Figure 1. Signal wires by layer.
The bar under the picture is 20 um long. Two of the layers only.
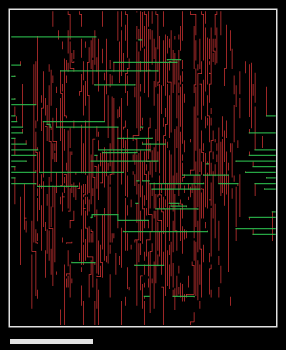
Figure 2. Congestion heat map.
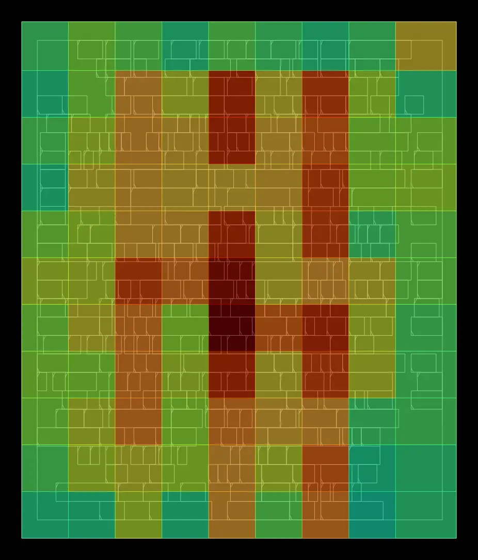
Figure 3. Cell density map.
6 x 8 tiles, from black (low) to pale yellow (high), 0 to 100% covered.
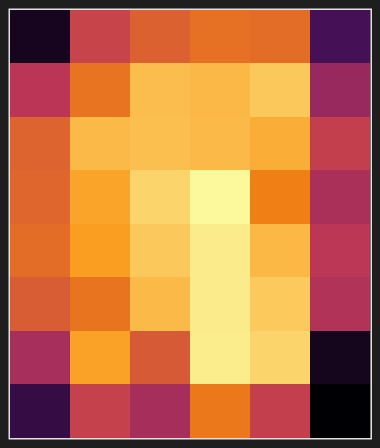
Figure 4. Cells coloured by class.
The bar under the picture is 20 um long. Fill, decap, tap and diode cells in grey.
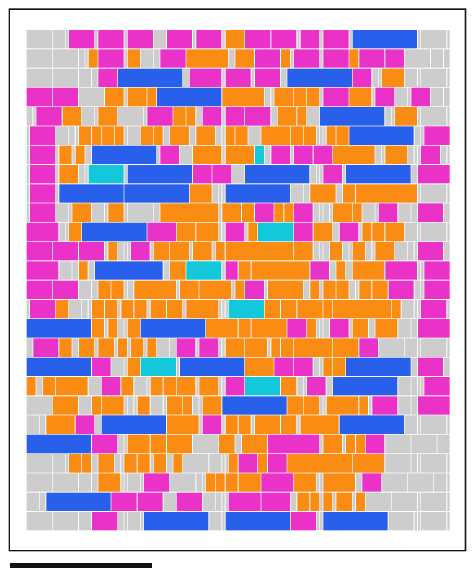
Figure 5. Register map, names as in the netlist.
The bar under the picture is 20 um long.
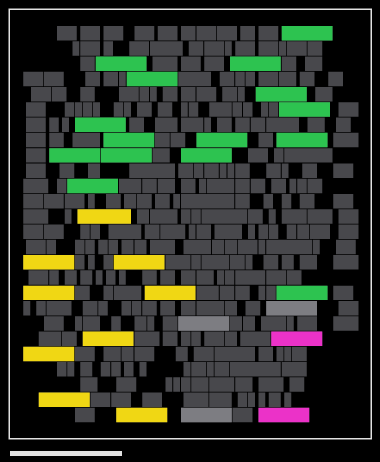
`src/rtl/dram_pkg.sv`:
```
// Shared definitions for the dispatch RAM diagnostic loader.
package dram_pkg;

    localparam int unsigned DRAM_WIDTH     = 15;
    localparam int unsigned DRAM_ADDR_BITS = 9;

    // diag_func codes; the "load" meaning applies to diag_load, the read map reuses the codes
    typedef enum logic [2:0] {
        FN_ADDR_HI   = 3'b000,
        FN_ADDR_LO   = 3'b001,
        FN_STAGE_AB  = 3'b010,
        FN_STAGE_PJ  = 3'b011,
        FN_STAGE_J7  = 3'b100,
        FN_COMMIT_WR = 3'b101,
        FN_COMMIT_RD = 3'b110,
        FN_CLEAR     = 3'b111
    } diag_fn_e;

    typedef enum logic [1:0] {
        ST_IDLE = 2'd0,
        ST_WR   = 2'd1,
        ST_RD   = 2'd2,
        ST_RDW  = 2'd3
    } state_e;

endpackage

```
`src/rtl/dram_parity.sv`:
```
// Odd-parity generator: p makes {data, p} contain an odd number of ones.
module dram_parity (
    input  logic [0:13] data,
    output logic        p
);

    // Drive p high exactly when the other fourteen bits have even parity
    always_comb begin
        p = ~(^data);
    end

endmodule

```
`src/rtl/dram_loader.sv`:
```
// Diagnostic EBUS loader for the dispatch RAM: stages an address and a
// 15-bit word through 6-bit EBUS transfers, then commits a write or read.
module dram_loader #(
    parameter int unsigned DRAM_WIDTH     = dram_pkg::DRAM_WIDTH,
    parameter int unsigned DRAM_ADDR_BITS = dram_pkg::DRAM_ADDR_BITS
) (
    input  logic                      clk,
    input  logic                      rst,
    input  logic                      diag_load,
    input  logic                      diag_read,
    input  logic [2:0]                diag_func,
    input  logic [0:5]                ebus_in,
    output logic [0:5]                ebus_out,
    output logic                      ebus_driving,
    output logic [0:DRAM_ADDR_BITS-1] ram_addr,
    output logic [0:DRAM_WIDTH-1]     ram_wdata,
    output logic                      ram_we,
    input  logic [0:DRAM_WIDTH-1]     ram_rdata,
    output logic                      busy
);

    import dram_pkg::*;

    state_e                    state;
    state_e                    state_nxt;
    diag_fn_e                  fn;
    logic [0:DRAM_ADDR_BITS-1] addr;
    logic [0:DRAM_WIDTH-1]     stage;
    logic                      overrun;
    logic                      wrap;
    logic                      inc_pend;
    logic                      gen_p;
    logic                      parity_ok;

    assign fn           = diag_fn_e'(diag_func);
    assign ram_addr     = addr;
    assign ram_wdata    = stage;
    assign ebus_driving = diag_read;
    assign parity_ok    = ^stage;

    // P sits at stage[6]; parity is generated over the remaining fourteen bits
    dram_parity u_parity (
        .data ({stage[0:5], stage[7:14]}),
        .p    (gen_p)
    );

    // State register
    always_ff @(posedge clk or posedge rst) begin
        if (rst) begin
            state <= ST_IDLE;
        end else begin
            state <= state_nxt;
        end
    end

    // Next-state decode; ram_we and busy come straight from state so reset drops them at once
    always_comb begin
        state_nxt = state;
        ram_we    = 1'b0;
        busy      = 1'b0;
        case (state)
            ST_IDLE: begin
                if (diag_load && fn == FN_COMMIT_WR) begin
                    state_nxt = ST_WR;
                end else if (diag_load && fn == FN_COMMIT_RD) begin
                    state_nxt = ST_RD;
                end
            end
            ST_WR: begin
                ram_we    = 1'b1;
                busy      = 1'b1;
                state_nxt = ST_IDLE;
            end
            ST_RD: begin
                busy      = 1'b1;
                state_nxt = ST_RDW;
            end
            ST_RDW: begin
                busy      = 1'b1;
                state_nxt = ST_IDLE;
            end
            default: state_nxt = ST_IDLE;
        endcase
    end

    // Address, staging word and sticky flags; loads are honoured only in IDLE
    always_ff @(posedge clk or posedge rst) begin
        if (rst) begin
            addr     <= '0;
            stage    <= '0;
            overrun  <= 1'b0;
            wrap     <= 1'b0;
            inc_pend <= 1'b0;
        end else begin
            if (diag_load && state != ST_IDLE) begin
                overrun <= 1'b1;
            end
            case (state)
                ST_IDLE: begin
                    if (diag_load) begin
                        case (fn)
                            FN_ADDR_HI:  addr[0:2]    <= ebus_in[3:5];
                            FN_ADDR_LO:  addr[3:8]    <= ebus_in[0:5];
                            FN_STAGE_AB: stage[0:5]   <= ebus_in[0:5];
                            FN_STAGE_PJ: stage[6:10]  <= ebus_in[1:5];
                            FN_STAGE_J7: stage[11:14] <= ebus_in[2:5];
                            FN_COMMIT_WR: begin
                                // Generated P lands in stage so WR simply drives stage
                                inc_pend <= ebus_in[5];
                                if (ebus_in[0]) begin
                                    stage[6] <= gen_p;
                                end
                            end
                            FN_COMMIT_RD: ;
                            FN_CLEAR: begin
                                stage   <= '0;
                                overrun <= 1'b0;
                                wrap    <= 1'b0;
                            end
                            default: ;
                        endcase
                    end
                end
                ST_WR: begin
                    inc_pend <= 1'b0;
                    if (inc_pend) begin
                        addr <= addr + 1'b1;
                        if (addr == '1) begin
                            wrap <= 1'b1;
                        end
                    end
                end
                ST_RDW: stage <= ram_rdata;
                default: ;
            endcase
        end
    end

    // EBUS read map, combinational on pre-edge state
    always_comb begin
        ebus_out = '0;
        if (diag_read) begin
            case (fn)
                FN_ADDR_HI:  ebus_out = {busy, overrun, wrap, addr[0:2]};
                FN_ADDR_LO:  ebus_out = addr[3:8];
                FN_STAGE_AB: ebus_out = stage[0:5];
                FN_STAGE_PJ: ebus_out = {1'b0, stage[6:10]};
                FN_STAGE_J7: ebus_out = {parity_ok, 1'b0, stage[11:14]};
                default:     ebus_out = '0;
            endcase
        end
    end

endmodule
```
`config.mk`:
```
export PLATFORM = sky130hd
export DESIGN_NAME = dram_loader
export DESIGN_NICKNAME = d
export VERILOG_FILES = /design/src/rtl/dram_pkg.sv /design/src/rtl/dram_parity.sv /design/src/rtl/dram_loader.sv
export SDC_FILE = /design/constraint.sdc
export NUM_CORES = 1
export LEC_CHECK = 0
export ABC_AREA = 0
export CAP_MARGIN = 20
export CORE_ASPECT_RATIO = 1.2
export CORE_MARGIN = 2
export CORE_UTILIZATION = 47
export DETAILED_ROUTE_END_ITERATION = 8
export GPL_ROUTABILITY_DRIVEN = 0
export MAX_ROUTING_LAYER = met4
export PLACE_DENSITY_LB_ADDON = 0.2
export SKIP_CTS_REPAIR_TIMING = 1
export SLEW_MARGIN = 20
export SYNTH_ARGS = -nofsm -noshare
export SYNTH_HDL_FRONTEND = slang
export SYNTH_SLANG_ARGS = --single-unit
```
`constraint.sdc`:
```
create_clock -name clk -period 2.09 [get_ports clk]
set_clock_uncertainty 0.15 [all_clocks]
set_input_delay 0.209 -clock clk [delete_from_list [all_inputs] [get_ports clk]]
set_output_delay 0.209 -clock clk [all_outputs]
set_load 0.005 [all_outputs]
```
==> flow_results.org <==
* Flow results

** Floorplanning
- Total die size :: 0.00489 mm^2
- Ports placed on the boundary :: slightly above 60
- Tap cell count :: ~56
- Standard-cell row count :: 26
- From left edge to right edge, the die measures between 60 and 70 um.
- Measured along the y axis, the die boundary spans 76.2 um.

** Power and ir drop
- Fraction of power consumed by combinational cells :: approximately two thirds
- The analysis attributes to cell leakage a power of between 1.5 and 2 nW.
- In this run the power density over the cells is 1380 mW/mm^2.
- The power report attributes to the sequential group a share of about a quarter.
- Power Combinational :: 2.94 mW
- The design draws roughly 4.5 mW.
- Part of the power in the clock network :: roughly 10%
- Internal power :: about 2.8 mW
- Sw frac :: a little over a third
- Max power group :: combinational cells
- Power attributed to the clock group is 462 uW.
- VDD IR-drop max :: between 0.7 and 0.8 mV
- The script extracted a net switching power of roughly 1.6 mW.

** Cells and area
- Non-clock buffer share :: a little under a third
- Number of flip-flops in the largest register :: 15
- Flops :: 29
- Cell group occupying the most layout area :: logic gates
- Counting only logic cells after layout, the most numerous master is clkdlybuf4s50_1.
- The finished cells cover 0.00324 mm^2.
- The multi-input combinational cells in the finished layout cover a total of ~0.0013 mm^2.
- Nets@finish :: roughly 370
- Post-route non-filler standard cell count :: 389
- The layout summary lists the proportion of cells stronger than drive strength 1 as a little under a quarter.
- Logic inverters :: 8
- The final design was reported to hold multi-input combinational gates totalling approximately 180.
- Highest-count cells in the layout ignoring fill and taps :: clkdlybuf4s50_1 (51), buf_4 (42), dfrtp_1 (28)
- The number of antenna diodes in the final layout is 0.
- The fraction of cell area in multi-input combinational cells is reported as between 40% and 50%.
- Count of clock-net buffers in the final layout :: 7
- Measured on the final layout, the clock distribution area share stands at under 10%.
- Signal buffers :: between 100 and 150
- Layout filler cell count :: 296
- The flow measured a signed area growth from synthesis to layout of 58.6%.

** Timing
- Pin slew with the least headroom to its limit :: approximately 0.38 ns
- Hold slack final :: 0.164 ns
- The worst path uses 108% of the clock period.
- Final-report hold violation count :: 0
- Worst slew slack as a fraction of its limit :: between 70 and 80%
- Adding up every negative setup slack in the final design gives -0.169 ns.
- Maximum achievable frequency :: between 400 and 500 MHz
- Across all setup checks in the final design, the least slack found is -0.169 ns.
- Final Max-Slew Violation Tally :: 0
- The worst path in the final design needs a cycle of 2.26 ns, including I/O delays and setup.
- Setup violators final :: 1
- Setup repair after global routing could not meet its margin everywhere.

** Logic synthesis
- Post-synth EDFFs :: 0
- Post-synthesis register bit count :: 29
- Async S/R FF share, synth :: 100%
- Most common cell in the netlist :: dfrtp_1
- Multiplexer cells account for roughly 6.7% of the synthesized area.
- Among the non-sequential cells, AND-OR/OR-AND gates take the most area.
- In the synthesized netlist, the number of instances is around 240.
- After synthesis, the mean cell area works out to around 8.7 um^2.
- The synthesized design devotes to its leading area cell type about 36% of total area.
- Post-synth the commonest register cell is dfrtp_1.
- Leading area contributor after synthesis :: dfrtp_1
- Largest cells by area after synthesis :: dfrtp_1 (36%), a22oi_1 (7.4%), o21ai_0 (4.9%)
- The synthesized netlist has a Yosys-reported chip area of ~0.0020 mm^2.
- Post-synthesis share of cell area spent on and-or and or-and gates :: around a quarter
- The synthesized netlist devotes 6.56% of its cell area to XOR and XNOR gates.
- The synthesized netlist was found by Yosys to have around 240 cells.
- The commonest cells after synthesis are dfrtp_1 (29), nand2_1 (26), a22oi_1 (20), o21ai_0 (20), a21oi_1 (19).
- The synthesis log from Yosys contains 0 warnings.
- In this run the cell area of the synthesized design comes to 0.00204 mm^2.
- Synthesized-area fraction occupied by adder cells :: around 4.3%
- Number of nets in the synthesized netlist :: 270
- Proportion of synthesized chip area in sequential cells :: about 36%
- Distinct cell type count after synthesis :: about 42
- For reference, simple AND, OR, NAND and NOR cells occupy roughly 17% of the area reported after synthesis.

** Run
- Max-Cap Viols :: 0
- Number of logged tool warnings :: 31

** Worst setup path
- Sort of element at the end of the critical path :: output pin
- Per the OpenROAD timing report, the critical path contains 6 cells.
- Crit-path leading delay family :: XOR/XNOR gates
- STA lists the maximum fanout along the critical path as 3.
- Among all stages on the critical path, the largest delay is contributed by xnor3_1.
- Crit path cell chain :: xnor2_2 > xnor3_1 > xnor3_2 > nand3_1 > o211ai_1 > dlymetal6s2s_1
- R2r endpoint :: ram_addr[0]$_DFFE_PP0P_
- Looking at the setup timing report, the critical path kind is register to output pin.
- R2R Setup Slk :: 0.12 ns
- The most critical setup path has its startpoint at ram_wdata[14]$_DFFE_PP0P_.
- STA shows the worst reg2reg path with a cell count of 7.
- Reg-to-reg critical path startpoint :: ram_addr[8]$_DFFE_PP0P_
- The longest incremental delay of any stage on the critical path is reported as between 0.4 and 0.5 ns.
- On the critical path the data arrives at approximately 1.9 ns.
- End point of the critical path :: ebus_out[0]
- Worst path required time :: around 1.7 ns
- STA classifies the critical path startpoint as a register.
- The script reports the combined buffer and inverter count of the critical path as 1.

** Route
- Met2 Routed Length :: between 3 and 4 mm
- The detailed router used layers up to and including met4.
- After the first detailed-routing iteration, the DRC count stood at between 100 and 150.
- Count of unresolved DRC violations after routing :: 0
- The detailed router reports a met3 wire length of between 400 and 500 um.
- Once detail routing completed, the nets flagged for antenna violations numbered 0.
- Vias :: 2237
- Iteration tally of the first detailed-router pass :: 4
- The detailed router reported a total wirelength of approximately 6.4 mm.
- Using the TritonRoute via totals, the vias-per-cell ratio works out to between 5 and 6.
- In the per-layer summary, the met1 wirelength comes to 2.67 mm.

** CTS
- TritonCTS Buffers :: 5
- Clock transition at the registers of the reported paths :: approximately 0.060 ns
- CTS tree :: done
- Root buf cell :: clkbuf_8
- Worst-case clock buffer depth :: 2
- Clock network latency to the later pin of the worst-skew pair :: about 0.27 ns
- Count of clock tree sinks :: 29
- CTS H-Tree Depth :: 2

** Global routing
- The initial antenna violation count is 0.
- Remaining global-route overflow :: 0
- The number of global-route vias before repair is 1965.
- Most utilized layer in the global route result :: met2
- Global-route wire length before repair :: between 9 and 10 mm
- For met2 alone, demand over resource in global routing was 41.0%.
- Pin count of the biggest net entering global routing :: 30

** Outcome
- Status :: finished with violations
- Violated checks :: setup timing

** Placement
- Counting tap cells, the placed design contains a total of ~380 instances.
- During placement, the flow inserted port buffers numbering around 60.
- HPWL after DPL :: around 4.5 mm
- Post-DP Area :: ~0.0030 mm^2
- Pre-CTS setup slack :: -0.400 ns

** Worst hold path
- Worst min path class :: primary input to async pin
Back to the opening pictures, Figure 1:
legend:
  red:
    layer: M2
    wire_length: 3200 um
  green:
    layer: M3
    wire_length: 417 um

Back to the opening pictures, Figure 2:
routing usage on met1: 34.0%
GR Util met3: 4.58%
final core occ: 76.6%
global-route usage over all layers: 25.9%
routed wirelength normalized by instance count: 16.4 um

Back to the opening pictures, Figure 3:
tiles over 75% full: 42%
nearly empty tiles: 2.1%
fullest tile: 99%
mean over tiles: 65%
emptiest ninth of the die: bottom right
densest ninth of the die: middle
standard cell core area: 0.00423 mm^2
Init Core Util: 48.3%

Back to the opening pictures, Figure 4:
legend:
  blue:
    class: registers
    cells: 29
    share_of_their_area: 23%
  orange:
    class: remaining logic cells
    cells: 191
    share_of_their_area: 43%
  magenta:
    class: remaining buffers and delay cells
    cells: 106
    share_of_their_area: 31%
  cyan:
    class: clock drivers and dummy loads
    cells: 7
    share_of_their_area: 2.7%

Back to the opening pictures, Figure 5:
legend:
  green:
    signal: ram_wdata
    flops: 15
  magenta:
    signal: state
    flops: 2
  yellow:
    signal: ram_addr
    flops: 9
fraction of area in registers: 22.4%
power in sequential cells: 1.06 mW
total area of sequential cells: 727 um^2

No activity file was given, so power comes from the tool's default toggle rates.
